Figure 1. Signal wires by layer (run 1).
(2 px per um) Only two layers are drawn.
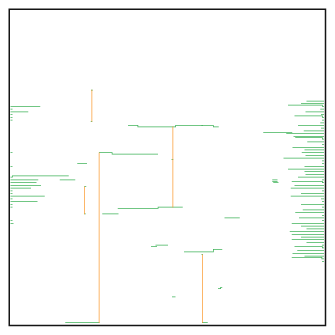
Figure 2. Track usage over the die (run 1).
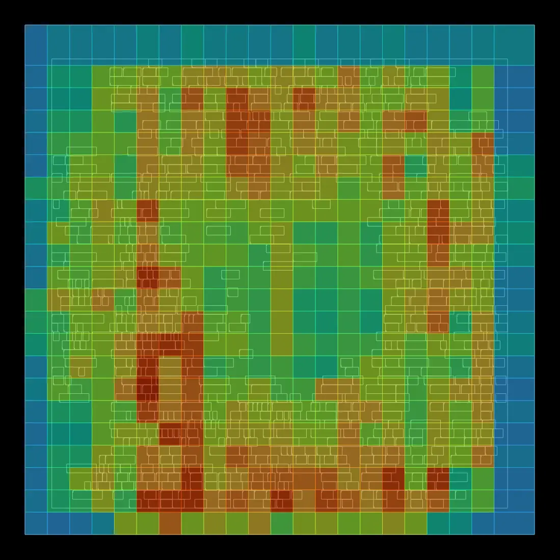
Figure 3. Signal wires on met1 (run 1).
(2 px per um) Supply wires on this layer in grey.
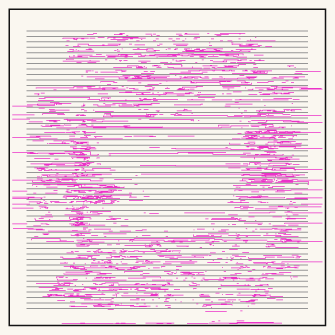
<file path="config.mk">
export PLATFORM = sky130hd
export DESIGN_NAME = sram_arbiter
export DESIGN_NICKNAME = d
export VERILOG_FILES = /design/src/rtl/sram_arbiter_pkg.sv /design/src/rtl/sram_arbiter_phy_seq.sv /design/src/rtl/sram_arbiter.sv
export SDC_FILE = /design/constraint.sdc
export NUM_CORES = 1
export LEC_CHECK = 0
export CAP_MARGIN = 20
export CORE_MARGIN = 8
export CORE_UTILIZATION = 30
export DETAILED_ROUTE_END_ITERATION = 6
export HOLD_SLACK_MARGIN = 0.1
export PLACE_DENSITY = 0.68
export SYNTH_ARGS = -nofsm -noshare
export SYNTH_HDL_FRONTEND = slang
export SYNTH_SLANG_ARGS = --single-unit
</file>
<file path="constraint.sdc">
create_clock -name clk -period 1.74 [get_ports clk]
set_input_delay 0.522 -clock clk [delete_from_list [all_inputs] [get_ports clk]]
set_output_delay 0.522 -clock clk [all_outputs]
set_load 0.01 [all_outputs]
</file>
<file path="src/rtl/sram_arbiter_pkg.sv">
// Shared types and defaults for the base-SRAM arbiter and its waveform sequencer.
package sram_arbiter_pkg;

    typedef enum logic [1:0] {
        ARB_IDLE   = 2'd0,
        ARB_ACCESS = 2'd1,
        ARB_DONE   = 2'd2
    } arb_state_e;

    typedef enum logic {
        OWN_IF = 1'b0,
        OWN_DM = 1'b1
    } owner_e;

    localparam int unsigned ACCESS_CYCLES_DEF = 3;
    localparam int unsigned CNT_W             = 4;
    localparam int unsigned DATA_W            = 32;
    localparam int unsigned BE_W              = 4;

    // Per-access command handed from the arbiter to the sequencer at grant.
    typedef struct packed {
        logic              we;
        logic [BE_W-1:0]   be;
        logic [DATA_W-1:0] wdata;
    } sram_cmd_t;

endpackage

</file>
<file path="src/rtl/sram_arbiter_phy_seq.sv">
// Drives one fixed-length SRAM read/write waveform per start pulse and captures read data.
module sram_phy_seq
    import sram_arbiter_pkg::*;
#(
    parameter int unsigned SRAM_AW       = 20,
    parameter int unsigned ACCESS_CYCLES = ACCESS_CYCLES_DEF
) (
    input  logic               clk,
    input  logic               rst,
    input  logic               start,
    input  sram_cmd_t          cmd,
    input  logic [SRAM_AW-1:0] addr,
    input  logic [DATA_W-1:0]  sram_rdata,
    output logic               last_c,
    output logic [DATA_W-1:0]  rdata,
    output logic [SRAM_AW-1:0] sram_addr,
    output logic [DATA_W-1:0]  sram_wdata,
    output logic               sram_wdata_oe,
    output logic               sram_ce_n,
    output logic               sram_oe_n,
    output logic               sram_we_n,
    output logic [BE_W-1:0]    sram_be_n
);

    localparam logic [CNT_W-1:0] CNT_LAST   = CNT_W'(ACCESS_CYCLES - 1);
    localparam logic [CNT_W-1:0] WE_LOW_END = CNT_W'(ACCESS_CYCLES - 2);

    logic             active_q;
    logic             we_q;
    logic [CNT_W-1:0] cnt_q;
    logic [CNT_W-1:0] cnt_inc;

    assign last_c  = active_q && (cnt_q == CNT_LAST);
    assign cnt_inc = cnt_q + CNT_W'(1);

    // Strobes are registered so they line up exactly with the ACCESS cycles.
    always_ff @(posedge clk or negedge rst) begin
        if (!rst) begin
            active_q      <= 1'b0;
            we_q          <= 1'b0;
            cnt_q         <= '0;
            rdata         <= '0;
            sram_addr     <= '0;
            sram_wdata    <= '0;
            sram_wdata_oe <= 1'b0;
            sram_ce_n     <= 1'b1;
            sram_oe_n     <= 1'b1;
            sram_we_n     <= 1'b1;
            sram_be_n     <= '1;
        end else if (start) begin
            active_q      <= 1'b1;
            we_q          <= cmd.we;
            cnt_q         <= '0;
            sram_addr     <= addr;
            sram_wdata    <= cmd.wdata;
            sram_wdata_oe <= cmd.we;
            sram_ce_n     <= 1'b0;
            sram_oe_n     <= cmd.we;
            sram_we_n     <= 1'b1;
            sram_be_n     <= cmd.we ? ~cmd.be : '0;
        end else if (active_q) begin
            if (cnt_q == CNT_LAST) begin
                active_q      <= 1'b0;
                sram_wdata_oe <= 1'b0;
                sram_ce_n     <= 1'b1;
                sram_oe_n     <= 1'b1;
                sram_we_n     <= 1'b1;
                sram_be_n     <= '1;
                if (!we_q) begin
                    rdata <= sram_rdata;
                end
            end else begin
                cnt_q     <= cnt_inc;
                // First and last cycle keep we_n high for address/data setup and hold.
                sram_we_n <= !(we_q && (cnt_inc <= WE_LOW_END));
            end
        end
    end

endmodule

</file>
<file path="src/rtl/sram_arbiter.sv">
// Shares the base-SRAM port between Icache refill and the MEM stage with alternating priority.
module sram_arbiter
    import sram_arbiter_pkg::*;
#(
    parameter int unsigned SRAM_AW       = 20,
    parameter int unsigned ACCESS_CYCLES = ACCESS_CYCLES_DEF
) (
    input  logic               clk,
    input  logic               rst,
    input  logic               if_req,
    input  logic [31:0]        if_addr,
    input  logic               if_flush,
    output logic [31:0]        if_rdata,
    output logic               if_ack,
    output logic               inst_stop,
    input  logic               dm_req,
    input  logic               dm_we,
    input  logic [3:0]         dm_be,
    input  logic [31:0]        dm_addr,
    input  logic [31:0]        dm_wdata,
    output logic [31:0]        dm_rdata,
    output logic               dm_ack,
    output logic               dm_stall,
    output logic [SRAM_AW-1:0] sram_addr,
    output logic [31:0]        sram_wdata,
    output logic               sram_wdata_oe,
    input  logic [31:0]        sram_rdata,
    output logic               sram_ce_n,
    output logic               sram_oe_n,
    output logic               sram_we_n,
    output logic [3:0]         sram_be_n
);

    arb_state_e         state_q, state_d;
    owner_e             owner_q, owner_d;
    owner_e             last_grant_q, last_grant_d;
    logic               drop_q, drop_d;
    logic               we_q, we_d;
    logic               if_ack_d, dm_ack_d;
    logic [DATA_W-1:0]  dm_hold_q, dm_hold_d;

    logic               if_ok;
    logic               grant_dm;
    logic               grant_if;
    logic               start;
    logic               phy_last_c;
    logic [DATA_W-1:0]  phy_rdata;
    sram_cmd_t          cmd;
    logic [SRAM_AW-1:0] addr_sel;
    logic               unused_addr_bits;

    // A flushed fetch is not a valid request; contention falls back to last_grant.
    assign if_ok    = if_req & ~if_flush;
    assign grant_dm = dm_req & (~if_ok | (last_grant_q == OWN_IF));
    assign grant_if = if_ok & ~grant_dm;
    assign start    = (state_q == ARB_IDLE) & (grant_dm | grant_if);

    assign addr_sel  = grant_dm ? dm_addr[SRAM_AW+1:2] : if_addr[SRAM_AW+1:2];
    assign cmd.we    = grant_dm & dm_we;
    assign cmd.be    = grant_dm ? dm_be : 4'hF;
    assign cmd.wdata = dm_wdata;

    assign unused_addr_bits = ^{if_addr[31:SRAM_AW+2], if_addr[1:0],
                                dm_addr[31:SRAM_AW+2], dm_addr[1:0]};

    assign inst_stop = (state_q == ARB_IDLE) ? grant_dm : (owner_q == OWN_DM);
    assign dm_stall  = dm_req & ~dm_ack;

    // Fetch data comes straight from the capture register; load data is held across stores.
    assign if_rdata = phy_rdata;
    assign dm_rdata = (dm_ack && !we_q) ? phy_rdata : dm_hold_q;

    always_comb begin
        state_d      = state_q;
        owner_d      = owner_q;
        last_grant_d = last_grant_q;
        drop_d       = drop_q;
        we_d         = we_q;
        dm_hold_d    = dm_hold_q;
        if_ack_d     = 1'b0;
        dm_ack_d     = 1'b0;
        case (state_q)
            ARB_IDLE: begin
                if (start) begin
                    state_d      = ARB_ACCESS;
                    owner_d      = grant_dm ? OWN_DM : OWN_IF;
                    last_grant_d = grant_dm ? OWN_DM : OWN_IF;
                    we_d         = cmd.we;
                end
            end
            ARB_ACCESS: begin
                if ((owner_q == OWN_IF) && if_flush) begin
                    drop_d = 1'b1;
                end
                if (phy_last_c) begin
                    state_d  = ARB_DONE;
                    if_ack_d = (owner_q == OWN_IF) & ~drop_d;
                    dm_ack_d = (owner_q == OWN_DM);
                end
            end
            ARB_DONE: begin
                state_d = ARB_IDLE;
                drop_d  = 1'b0;
                if ((owner_q == OWN_DM) && !we_q) begin
                    dm_hold_d = phy_rdata;
                end
            end
            default: state_d = ARB_IDLE;
        endcase
    end

    always_ff @(posedge clk or negedge rst) begin
        if (!rst) begin
            state_q      <= ARB_IDLE;
            owner_q      <= OWN_IF;
            last_grant_q <= OWN_IF;
            drop_q       <= 1'b0;
            we_q         <= 1'b0;
            dm_hold_q    <= '0;
            if_ack       <= 1'b0;
            dm_ack       <= 1'b0;
        end else begin
            state_q      <= state_d;
            owner_q      <= owner_d;
            last_grant_q <= last_grant_d;
            drop_q       <= drop_d;
            we_q         <= we_d;
            dm_hold_q    <= dm_hold_d;
            if_ack       <= if_ack_d;
            dm_ack       <= dm_ack_d;
        end
    end

    sram_phy_seq #(
        .SRAM_AW       (SRAM_AW),
        .ACCESS_CYCLES (ACCESS_CYCLES)
    ) u_phy (
        .clk           (clk),
        .rst           (rst),
        .start         (start),
        .cmd           (cmd),
        .addr          (addr_sel),
        .sram_rdata    (sram_rdata),
        .last_c        (phy_last_c),
        .rdata         (phy_rdata),
        .sram_addr     (sram_addr),
        .sram_wdata    (sram_wdata),
        .sram_wdata_oe (sram_wdata_oe),
        .sram_ce_n     (sram_ce_n),
        .sram_oe_n     (sram_oe_n),
        .sram_we_n     (sram_we_n),
        .sram_be_n     (sram_be_n)
    );

endmodule

</file>
==> results.cfg, run 1 <==
; generated from flow reports
[outcome]
status = complete, but fails checks
failed_checks = setup timing

[worst_setup_path]
max_stage_delay_ns = 0.37
critPathSlowestCell = dfrtp_1
r2r_slack_ns = -0.03
crit_type = reg -> out
worstPathRequired_ns = 1.22
start_kind = flip-flop

[layout]
flop_area_mm2 = 0.00344
final_layout_size_suffix_gt1_share_pct = 42.6
sh_comb_area_pct = 25.2
syn2layout_area_growth_pct = 71.1
seq-cell-share_pct = 33.5
nNonClkBuffers = 331

[synth]
yosysChipArea_mm2 = 0.00600
ys.warnings.count = 0
synth_cell_type_count = 34
syn_area_mm2 = 0.00600
logic_family = multiplexers
ys_seq_share_pct = 57.3
ff_type = dfrtp_1

[placed_design]
portBuffers = 241
gp_congestion = 0.803

[worst_hold_path]
whs_endpoint = if_ack$_DFF_PN0_

[timing]
tightest_slew_ns = 0.398
fin_crit_sh_pct = 127
setup_viol = 50
fin_ws_ns = -0.475

[power_and_ir_drop]
switching_power_mw = 6.16

[die]
die_y_um = 157
coreArea_mm2 = 0.0195

[run]
max_cap_violations = 0
-- Figure 1 (at the start) --
legend:
  metal 3:
    colour: green
    wire_length: 930 um
  metal 4:
    colour: orange
    wire_length: 188 um

-- Figure 2 (at the start) --
Final Util: 52.5%
Routed wire per std cell: 18.8 um

-- Figure 3 (at the start) --
main direction: horizontal
nets with wire on the layer: 783
longest straight run: 69.5 um
global routing usage on met1: 16.3%
final WL: 19.4 mm
Vias: 4586

[run 1: metrics by stage]
step / util [%] / instance area, um^2 / setup WS, ns / total power, mW
after floorplan: - / 6020 / -0.0323 / 9.83
after global routing: 52.5 / 10300 / -0.543 / 20.1
final: 52.5 / 10300 / -0.475 / 19.0
after global placement: 47.3 / 9230 / -0.710 / 14.7
after CTS: 51.8 / 10100 / -0.568 / 18.9
after detailed placement: 47.3 / 9230 / -0.708 / 15.1
[run 1: cell usage in the layout (no fill, tap or decap), types with 3 or more instances in the layout]
master           synthesis  final
clkbuf_16                0     22
nor2_1                   8      8
nand3b_1                 3      3
mux2_2                  96     68
buf_4                    0     63
buf_6                    4     35
inv_6                    0      3
clkdlybuf4s15_1          0     15
dfstp_2                  7      7
clkdlybuf4s50_1          0    109
a21oi_1                  6      6
ha_1                     6      3
nand2_1                 31     31
clkinv_4                 0      3
mux2i_1                 21     21
mux2_4                  30     60
buf_8                    0      4
inv_2                    0      3
bufinv_16                0      4
ha_4                     0      3
dlygate4sd2_1            0     59
buf_12                   0     12
o21ai_0                 32     31
dfrtp_1                130    130
buf_2                    9      4
clkbuf_2                 0     21
nor2b_1                  3      3
[run 1: cell usage after synthesis (4+ instances only)]
| cell type | number | area, um^2 |
|---|---|---|
| dfrtp_1 | 130 | 3250 |
| mux2_2 | 96 | 1080 |
| o21ai_0 | 32 | 160 |
| nand2_1 | 31 | 116 |
| mux2_4 | 30 | 450 |
| mux2i_1 | 21 | 210 |
| buf_2 | 9 | 45.0 |
| clkbuf_1 | 8 | 30.0 |
| nor2_1 | 8 | 30.0 |
| dfstp_2 | 7 | 184 |
| a21oi_1 | 6 | 30.0 |
| ha_1 | 6 | 75.1 |
| inv_1 | 5 | 18.8 |
| buf_6 | 4 | 45.0 |
--- run 2 (diff from run 1) ---
--- a/config.mk
+++ b/config.mk
@@ -10,6 +10,7 @@
 export CORE_UTILIZATION = 30
 export DETAILED_ROUTE_END_ITERATION = 6
 export HOLD_SLACK_MARGIN = 0.1
+export MAX_ROUTING_LAYER = met4
 export PLACE_DENSITY = 0.68
 export SYNTH_ARGS = -nofsm -noshare
 export SYNTH_HDL_FRONTEND = slang
Figure 4. Track usage over the die (run 2).
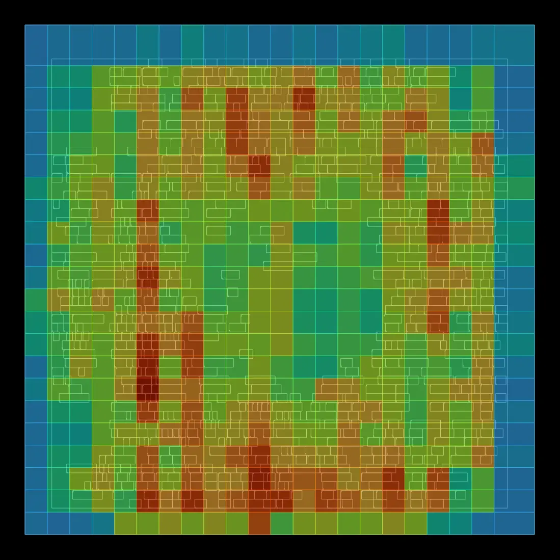
M3 GR Usage: 3.70%
Routed wire per std cell: 18.8 um
Final Util: 52.4%
global routing usage on met1: 16.3%
global route hottest layer: met2

Figure 5. Layout detail (run 2).
Window x 64 to 94, y 95 to 125 um. Cells in grey, sequential cells in the stronger grey; small squares are vias.
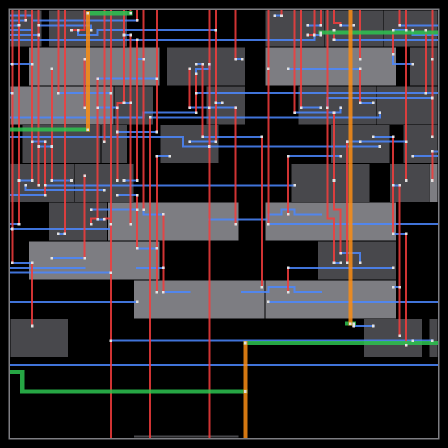
legend:
  metal 4:
    colour: orange
  metal 3:
    colour: green
  metal 1:
    colour: blue
  metal 2:
    colour: red
cells with their middle in the window: 29
most frequent: dfrtp_1 (8), mux2_2 (7), mux2_4 (6)
sequential cells in the window: 8
netlist names of flops here include: `u_phy.rdata` (5), `dm_hold_q` (3)

==> results.cfg, run 2 <==
; generated from flow reports
[timing]
hold_ws_ns = 0.453
tightest_slew_ns = 0.401
fin_ws_ns = -0.453
finalSetupTns_ns = -12.80
setup_viol = 50

[routing]
dr_total_vias = 4604
dr.first_iter.drc_count = 142
wl_mm = 19.3

[synth]
synth_cell_type_count = 34
common_cells = dfrtp_1, mux2_2, o21ai_0
syn_area_mm2 = 0.00600
ys.warnings.count = 0
yosysChipArea_mm2 = 0.00600
top_cell = dfrtp_1
ff_type = dfrtp_1
ys_seq_share_pct = 57.3
netlist.area_leader.share_pct = 54.3
largest_area_cell = dfrtp_1
topCellsByArea = dfrtp_1, mux2_2, mux2_4

[worst_setup_path]
worstPathRequired_ns = 1.22
start_kind = flip-flop
max_stage_delay_ns = 0.41
critPathSlowestCell = dfrtp_1
crit_type = reg -> out

[power_and_ir_drop]
switching_power_mw = 6.15
power.total_mw = 18.9
irDropWorstVdd_mv = 0.665

[layout]
syn2layout_area_growth_pct = 70.8
stdcell_area_mm2 = 0.0102
lay_top_cells = dfrtp_1, clkdlybuf4s50_1, mux2_2, buf_4
flop_area_mm2 = 0.00344
layout_top_cell = dfrtp_1
final_layout_size_suffix_gt1_share_pct = 42.5

[run]
warnings = 57
max_cap_violations = 0

[placed_design]
dp_slack_ns = -0.708
gp_congestion = 0.814
dpl_cell_area_mm2 = 0.00923
portBuffers = 241

[die]
die_y_um = 157

[global_route]
grt_pass1_wl_mm = 28.4

[outcome]
status = complete, but fails checks
failed_checks = setup timing
run 2: cell types whose count changed in the layout (fill, tap and decap cells not counted):
cell	before	now
clkdlybuf4s15_1	15	16
mux2_4	60	59
buf_2	4	7
buf_6	35	32
clkbuf_2	21	20
mux2_2	68	69
run 2: routing by layer:
metal	GRT usage, %	vias up
li1	-	2157
met1	16.3	2303
met2	28.1	128
met3	3.70	16
met4	4.58	0
met5	-	-
run 2: cell families after synthesis:
family,after synthesis,synth area share (%)
simple gates,59,5.15
fa+ha+maj,6,1.25
flops,137,57.3
buf+inv,27,2.38
xor+xnor,3,0.438
mux,149,29.4
compound gates,44,4.03
run 2: path summary, 6_finish.rpt:
kind | to | slack, ns | cells past startpoint
max in group asynchronous | u_phy.sram_be_n[0]$_DFFE_PN1P_ | 0.55 | 3
min in group asynchronous | u_phy.sram_wdata[17]$_DFFE_PN0N_ | 0.61 | 2
worst min-delay path | if_ack$_DFF_PN0_ | 0.45 | 1
worst max register to register | u_phy.rdata[2]$_DFFE_PN0P_ | -0.03 | 8
worst max-delay path | dm_rdata[17] | -0.45 | 5
worst min register to register | if_ack$_DFF_PN0_ | 0.45 | 1
run 2: repair_timing:
item | CTS | global route
gates cloned | 4 | 5
buffers inserted | 12 | 4
endpoints found under the setup margin | 208 | 158
pin swaps | 6 | 4
endpoints found under the hold margin | 35 | 0
gates resized | 332 | 46
hold buffers | 1 | 0
run 2: area by class of cell:
type | instances | share of cell area (%)
flip-flops and latches | 137 | 33.6
repair buffers | 331 | 31.6
multi-input cells | 261 | 25.2
clock buffers | 18 | 4.29
well taps | 265 | 3.24
clock inverters | 13 | 1.88
inverters | 5 | 0.183
--- run 3 (diff from run 2) ---
--- a/config.mk
+++ b/config.mk
@@ -12,6 +12,7 @@
 export HOLD_SLACK_MARGIN = 0.1
 export MAX_ROUTING_LAYER = met4
 export PLACE_DENSITY = 0.68
+export REMOVE_ABC_BUFFERS = 1
 export SYNTH_ARGS = -nofsm -noshare
 export SYNTH_HDL_FRONTEND = slang
 export SYNTH_SLANG_ARGS = --single-unit
==> results.cfg, run 3 <==
; generated from flow reports
[outcome]
status = complete, but fails checks
failed_checks = setup timing

[synth]
syn_area_mm2 = 0.00600
ys_seq_share_pct = 57.3
ys.warnings.count = 0
ff_type = dfrtp_1
yosysChipArea_mm2 = 0.00600
largest_area_cell = dfrtp_1
top_cell = dfrtp_1
synth_cell_type_count = 34
netlist.area_leader.share_pct = 54.3
common_cells = dfrtp_1, mux2_2, o21ai_0

[worst_setup_path]
worstPathRequired_ns = 1.22
crit_type = reg -> out
start_kind = flip-flop

[placed_design]
portBuffers = 241
dpl_cell_area_mm2 = 0.00927

[power_and_ir_drop]
power.total_mw = 18.6
irDropWorstVdd_mv = 0.696

[timing]
setup_viol = 49
tightest_slew_ns = 0.286
fin_ws_ns = -0.413
finalSetupTns_ns = -13.38

[global_route]
grt_use_met2_pct = 26.7
grtUsageMet3_pct = 3.26
busiest_layer = met2

[die]
die_y_um = 157
coreArea_mm2 = 0.0195

[layout]
final_layout_size_suffix_gt1_share_pct = 41.1
stdcell_area_mm2 = 0.0101
final_core_util_pct = 51.6
syn2layout_area_growth_pct = 67.9

[run]
warnings = 55
max_cap_violations = 0

[routing]
dr.first_iter.drc_count = 141
-- run 3: cell counts after synthesis --
No cell type changed its count.
-- run 3: what timing repair did --
action	CTS	global route
gates cloned	3	2
resized	295	81
pin swaps	4	0
endpoints found under the hold margin	18	0
hold buffers	1	0
buffers inserted	6	1
endpoints found under the setup margin	199	72
-- run 3: worst paths after layout --
check / end / slack (ns) / cells past startpoint
hold reg to reg: u_phy.sram_addr[13]$_DFFE_PN0N_ / 0.47 / 2
min in group asynchronous: u_phy.sram_wdata[15]$_DFFE_PN0N_ / 0.56 / 2
setup reg to reg: u_phy.rdata[24]$_DFFE_PN0P_ / -0.05 / 8
setup / recovery: dm_rdata[11] / -0.41 / 4
max in group asynchronous: dm_hold_q[19]$_DFFE_PN0P_ / 0.62 / 3
hold / removal: u_phy.sram_addr[13]$_DFFE_PN0N_ / 0.47 / 2
-- run 3: cell families after synthesis --
group / share of synthesized area, %
flops: 57.3
fa+ha+maj: 1.25
compound gates: 4.03
xor+xnor: 0.438
buf+inv: 2.38
simple gates: 5.15
mux: 29.4
-- run 3: where the power goes --
group / leakage, nW / total [mW] / switching, mW / internal, mW
Sequential: 1.62 / 5.66 / 0.835 / 4.83
Combinational: 2.93 / 9.42 / 3.86 / 5.56
Clock: 0.277 / 3.48 / 1.32 / 2.17
Total: 4.82 / 18.6 / 6.01 / 12.6
-- run 3: cell type report --
type                            instances  area, um^2
Multi-Input combinational cell        261        2580
Inverter                                5        18.8
Fill cell                            1684        9460
Timing Repair Buffer                  325        3140
Clock inverter                          8        96.3
Clock buffer                           23         468
Tap cell                              265         332
Sequential cell                       137        3440
-- run 3: worst max-delay path: stages (launching register included) --
cell	delay (ns)
dfrtp_1	0.37
nand2b_4	0.20
clkbuf_16	0.20
mux2_4	0.31
buf_6	0.12
Figure 6. Signal wires by layer (run 3).
(2 px per um) Only two layers are drawn.
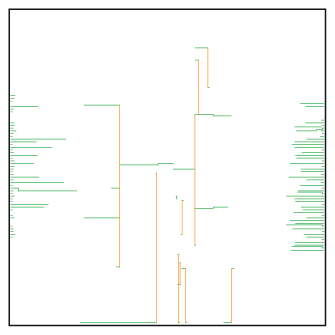
legend:
  metal 3:
    colour: green
    wire_length: 927 um
  metal 4:
    colour: orange
    wire_length: 384 um
final WL: 18.5 mm
Vias: 4596
Tot GR Track Use: 15.2%
Routed wire per std cell: 18.1 um

Figure 7. Layout detail (run 3).
Window x 64 to 94, y 95 to 125 um. Cells in grey, sequential cells in the stronger grey; small squares are vias.
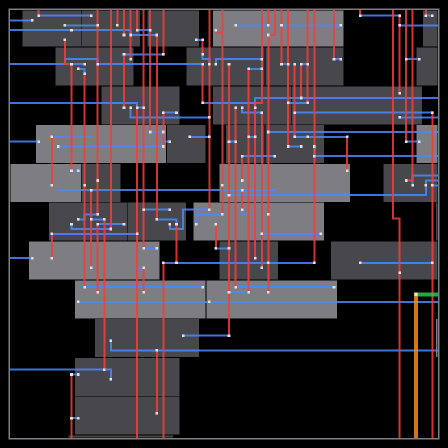


==> gallery <==
Logic cells by family.
(3 px per um)
panel A
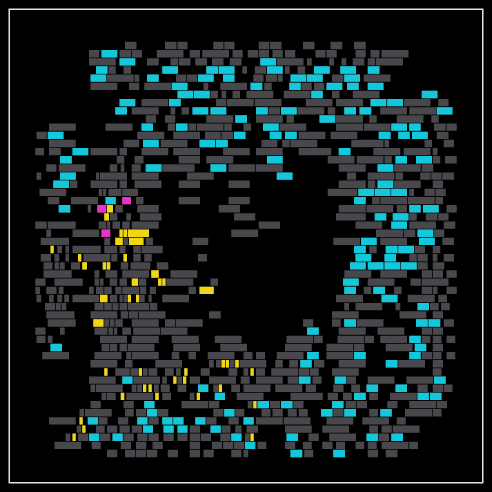
panel B
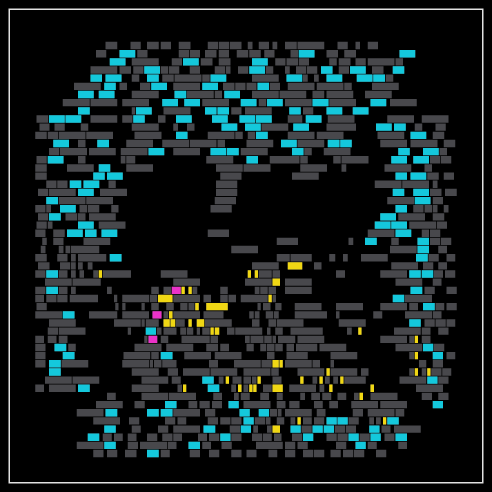
Panel B comes from run 3.
Panel A comes from run 1.

Key to panel A:
legend:
  NAND gates:
    colour: yellow
    cells: 42
  multiplexers:
    colour: cyan
    cells: 149
    where: widely spread
  XOR/XNOR gates:
    colour: magenta
    cells: 3

No activity file was given, so power comes from the tool's default toggle rates.
